Power grid:
Pins as bars on the die edge.
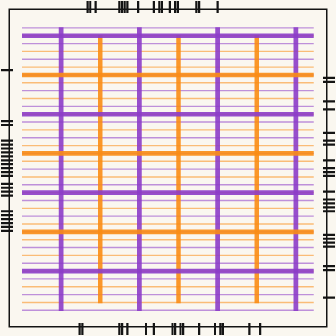
Cells colored by class:
Scale bar: 20 um.
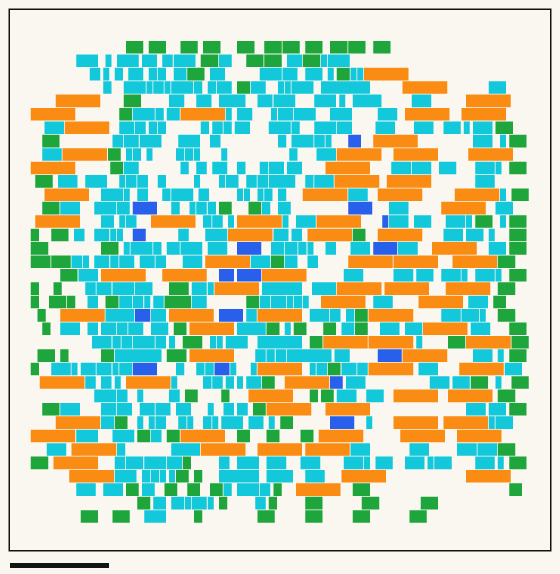
Routed clock nets over the placement:
Scale bar: 20 um.
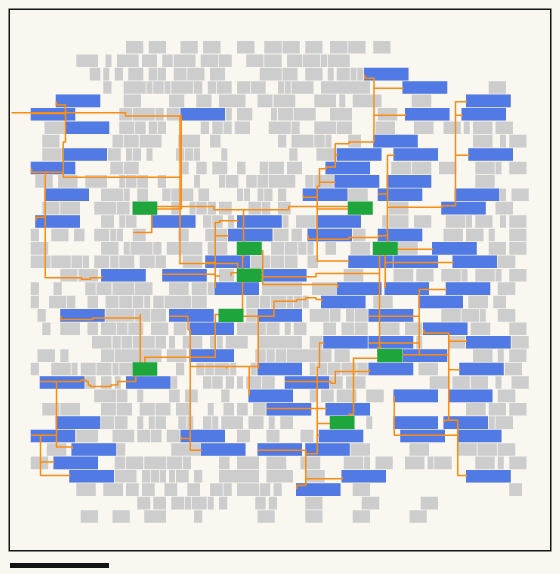
Routed metal, one color a layer:
Two of the layers only.
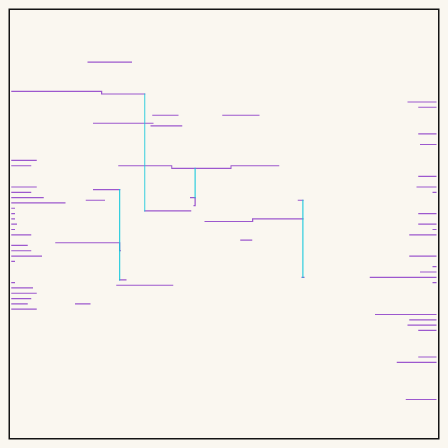
Clock routing:
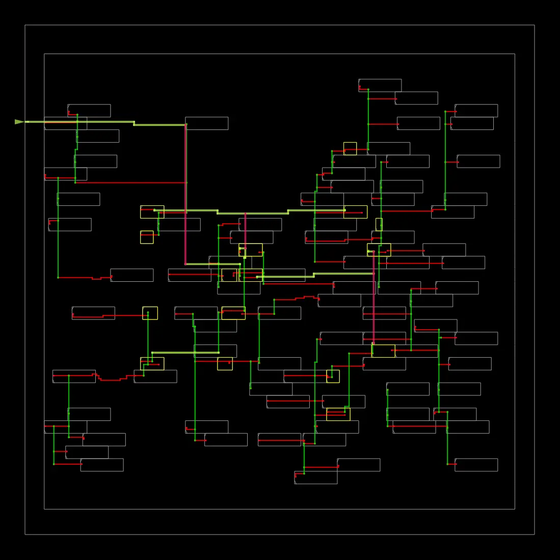
--- config.mk ---
export PLATFORM = sky130hd
export DESIGN_NAME = sector_prefetch
export DESIGN_NICKNAME = d
export VERILOG_FILES = /design/src/rtl/sector_prefetch.sv
export SDC_FILE = /design/constraint.sdc
export NUM_CORES = 1
export LEC_CHECK = 0
export CORE_MARGIN = 4
export CORE_UTILIZATION = 49
export DETAILED_ROUTE_END_ITERATION = 10
export PLACE_DENSITY_LB_ADDON = 0.15
export SYNTH_ARGS = -nofsm -noshare
export SYNTH_HDL_FRONTEND = slang
export SYNTH_SLANG_ARGS = --single-unit
--- constraint.sdc ---
create_clock -name csr_aclk -period 3.5 [get_ports csr_aclk]
set_input_delay 0.7 -clock csr_aclk [delete_from_list [all_inputs] [get_ports csr_aclk]]
set_output_delay 0.7 -clock csr_aclk [all_outputs]
set_load 0.005 [all_outputs]
--- src/rtl/sector_prefetch.sv ---
// Sector prefetcher: reads the sector after the one under the head from buffer RAM
// and streams it as {tdata, tlast, tid} through a 2-entry skid FIFO.
module sector_prefetch #(
    parameter int ADDR_WIDTH   = 16,
    parameter int SECTOR_BYTES = 512
) (
    input  logic                  csr_aclk,
    input  logic                  csr_aresetn,
    input  logic                  enable,
    input  logic [7:0]            sectors_per_track,
    input  logic [7:0]            sector_number,
    input  logic [ADDR_WIDTH-1:0] track_base,
    output logic                  mem_en,
    output logic [ADDR_WIDTH-1:0] mem_addr,
    input  logic [7:0]            mem_rdata,
    output logic                  parallel_tvalid,
    input  logic                  parallel_tready,
    output logic [7:0]            parallel_tdata,
    output logic                  parallel_tlast,
    output logic [7:0]            parallel_tid,
    output logic                  busy
);

    localparam int IW = (SECTOR_BYTES > 2) ? $clog2(SECTOR_BYTES) : 1;
    localparam logic [IW-1:0]         LAST_IDX = IW'(SECTOR_BYTES - 1);
    localparam logic [ADDR_WIDTH-1:0] SEC_SZ   = ADDR_WIDTH'(SECTOR_BYTES);

    typedef enum logic [1:0] {IDLE, FETCH, DRAIN} state_t;

    typedef struct packed {
        logic [7:0] data;
        logic       last;
        logic [7:0] tid;
    } beat_t;

    state_t                  state, state_nx;
    logic [7:0]              target, target_nx;
    logic [IW-1:0]           byte_idx, byte_idx_nx;
    logic [ADDR_WIDTH-1:0]   base, base_nx;

    logic                    inflight, infl_last;
    logic [7:0]              infl_tid;

    beat_t                   fifo [2];
    logic                    wr_ptr, rd_ptr;
    logic [1:0]              count;
    beat_t                   head;

    logic                    pop, push, issue, last_issue, drain_done;
    logic [2:0]              occ;

    function automatic logic [7:0] next_sector(input logic [7:0] s, input logic [7:0] spt);
        return (s >= spt - 8'd1) ? 8'd0 : s + 8'd1;
    endfunction

    assign head            = fifo[rd_ptr];
    assign parallel_tvalid = (count != 2'd0);
    assign parallel_tdata  = parallel_tvalid ? head.data : 8'd0;
    assign parallel_tlast  = parallel_tvalid ? head.last : 1'b0;
    assign parallel_tid    = parallel_tvalid ? head.tid  : 8'd0;
    assign busy            = (state != IDLE);

    assign pop  = parallel_tvalid && parallel_tready;
    assign push = inflight;

    // Occupancy after this cycle's pop, so a streaming FIFO keeps one read per cycle;
    // the in-flight read is counted so the FIFO can never overflow.
    assign occ        = 3'(count) + 3'(inflight) - 3'(pop);
    assign issue      = (state == FETCH) && enable && (occ < 3'd2);
    assign last_issue = issue && (byte_idx == LAST_IDX);
    assign drain_done = !inflight && ((count == 2'd0) || ((count == 2'd1) && pop));

    assign mem_en   = issue;
    assign mem_addr = issue ? (base + ADDR_WIDTH'(target) * SEC_SZ + ADDR_WIDTH'(byte_idx))
                            : '0;

    always_comb begin
        state_nx    = state;
        target_nx   = target;
        byte_idx_nx = byte_idx;
        base_nx     = base;
        if (!enable) begin
            state_nx = IDLE;
        end else begin
            case (state)
                IDLE: begin
                    if (sectors_per_track != 8'd0) begin
                        target_nx   = next_sector(sector_number, sectors_per_track);
                        byte_idx_nx = '0;
                        base_nx     = track_base;
                        state_nx    = FETCH;
                    end
                end
                FETCH: begin
                    if (issue) begin
                        byte_idx_nx = byte_idx + IW'(1);
                        if (last_issue) state_nx = DRAIN;
                    end
                end
                DRAIN: begin
                    // Hand over to the next sector as the tlast beat leaves the FIFO.
                    if (drain_done) begin
                        if (sectors_per_track == 8'd0) begin
                            state_nx = IDLE;
                        end else begin
                            target_nx   = next_sector(target, sectors_per_track);
                            byte_idx_nx = '0;
                            state_nx    = FETCH;
                        end
                    end
                end
                default: state_nx = IDLE;
            endcase
        end
    end

    always_ff @(posedge csr_aclk or negedge csr_aresetn) begin
        if (!csr_aresetn) begin
            state    <= IDLE;
            target   <= 8'd0;
            byte_idx <= '0;
            base     <= '0;
        end else begin
            state    <= state_nx;
            target   <= target_nx;
            byte_idx <= byte_idx_nx;
            base     <= base_nx;
        end
    end

    always_ff @(posedge csr_aclk or negedge csr_aresetn) begin
        if (!csr_aresetn) begin
            for (int i = 0; i < 2; i++) fifo[i] <= '0;
            wr_ptr    <= 1'b0;
            rd_ptr    <= 1'b0;
            count     <= 2'd0;
            inflight  <= 1'b0;
            infl_last <= 1'b0;
            infl_tid  <= 8'd0;
        end else if (!enable) begin
            // Abort: drop queued beats and ignore the data of any read in flight.
            wr_ptr    <= 1'b0;
            rd_ptr    <= 1'b0;
            count     <= 2'd0;
            inflight  <= 1'b0;
            infl_last <= 1'b0;
        end else begin
            if (push) begin
                fifo[wr_ptr] <= '{data: mem_rdata, last: infl_last, tid: infl_tid};
                wr_ptr       <= ~wr_ptr;
            end
            if (pop) rd_ptr <= ~rd_ptr;
            count     <= count + 2'(push) - 2'(pop);
            inflight  <= issue;
            infl_last <= last_issue;
            infl_tid  <= target;
        end
    end

endmodule

==> writeup.txt <==
At the placement stage, the worst setup path has a slack of -0.8751 ns. For the worst path setup slack after routing, the log shows 0.05195 ns. The switching share of power was 34.27%; the cell total in the yosys stat output was 475. Per the cell usage report, the commonest logic cells after layout are dfrtp_1 (83), clkdlybuf4s50_1 (60), mux2_2 (56).

The largest registers in the layout are fifo: 34 flops, base: 16 flops, byte_idx: 9 flops. The run gives 554 as the number of nets produced by synthesis. In the per-layer breakdown of the detailed-route log, met1 shows 5258 um. The flow measured a signed area growth from synthesis to layout of 28.49%. In the final layout, multi-input gates take up 45.52% of the cell area. Leaving out filler cells and counting taps, the final layout contains 729. In this run the most critical hold path is launched from fifo[1]. Per the synth stats, the flop cell with the highest instance count is dfrtp_1. The placement stage leaves a total instance area of 6175 um2.

For reference, the top cells by area after synthesis are dfrtp_1 (41%), mux2_2 (12%), ha_1 (8.2%), mux2i_1 (3.6%), nor2_1 (3.6%). CTS buffer count: 9. The cell type with the largest total area after synthesis is dfrtp_1. For the worst reg-to-reg path, the startpoint reported by OpenROAD is count[0].

For the post-DP HPWL, the log shows 8042 um. Number of antenna violations at the first check in global routing: 0. The register bank with the most flops is fifo. At the worst endpoint, the required time is 2.80 ns. The logs give 447 um for the met3 wirelength from detailed routing and 51.01% for the effective utilization at floorplan. For reference, the final report shows the hold violation count at 0.

For the post-synth area from yosys stat, the log shows 5055 um2. The H-tree was split into 3 levels. Final critical-path required period: 3.448 ns. The root cell of the clock tree is clkbuf_8. The end of the critical path was mem_addr[12]. Family with the most delay on the worst path: adder cells. The run gives 122 for the count of buffers not belonging to the clock network in the layout. Yosys reports that the most numerous cell types are dfrtp_1 (83), mux2_2 (56), nor2_1 (48), ha_1 (33), nand2_1 (25). The analysis attributes to cell leakage a power of 2.934 nW. The stage delay of the slowest cell on the critical path was 0.54 ns. The worst VDD IR drop from the latest analysis is 0.2827 mV. The flow ran to the end, and the final reports show no timing, DRC or antenna violations. The routed layout reports a DRC error count of 0.

The clock network takes up 2.716% of total cell area after layout.
About 'power grid':
VDD: marked orange. VSS: marked purple.
37 met1 rails follow the rows. 7 straps on met4. 80 signal pins sit on the boundary. The core has 36 rows. 7 straps on met5.
core outline area: 9910 um2
width of the die: 109.6 um

About 'cells colored by class':
clock drivers and dummy loads: marked blue, cells 16. remaining logic cells: marked cyan, cells 375. registers: marked orange, cells 83. remaining buffers and delay cells: marked green, cells 122.
sequential share of cell area: 31.98%
cell area after layout: 6495 um2

About 'routed clock nets over the placement':
flip-flops: marked blue, count 83. clock wires: marked orange, length 1040 um. clock-net drivers: marked green, count 9.
There are 10 routed clock nets.

About 'routed metal, one color a layer':
M4: marked cyan, wire length 80.2 um. M3: marked purple, wire length 448 um.
Total Routing Usage GR: 19.36%
total via count in the routed design: 3917

About 'clock routing':
TritonCTS Sinks: 83
Power Clock: 0.630 mW
tally of clock buffers in the finished layout: 10
Final Skew: 0.01544 ns

Power figures rest on the tool's default switching activity, not on a simulated workload.
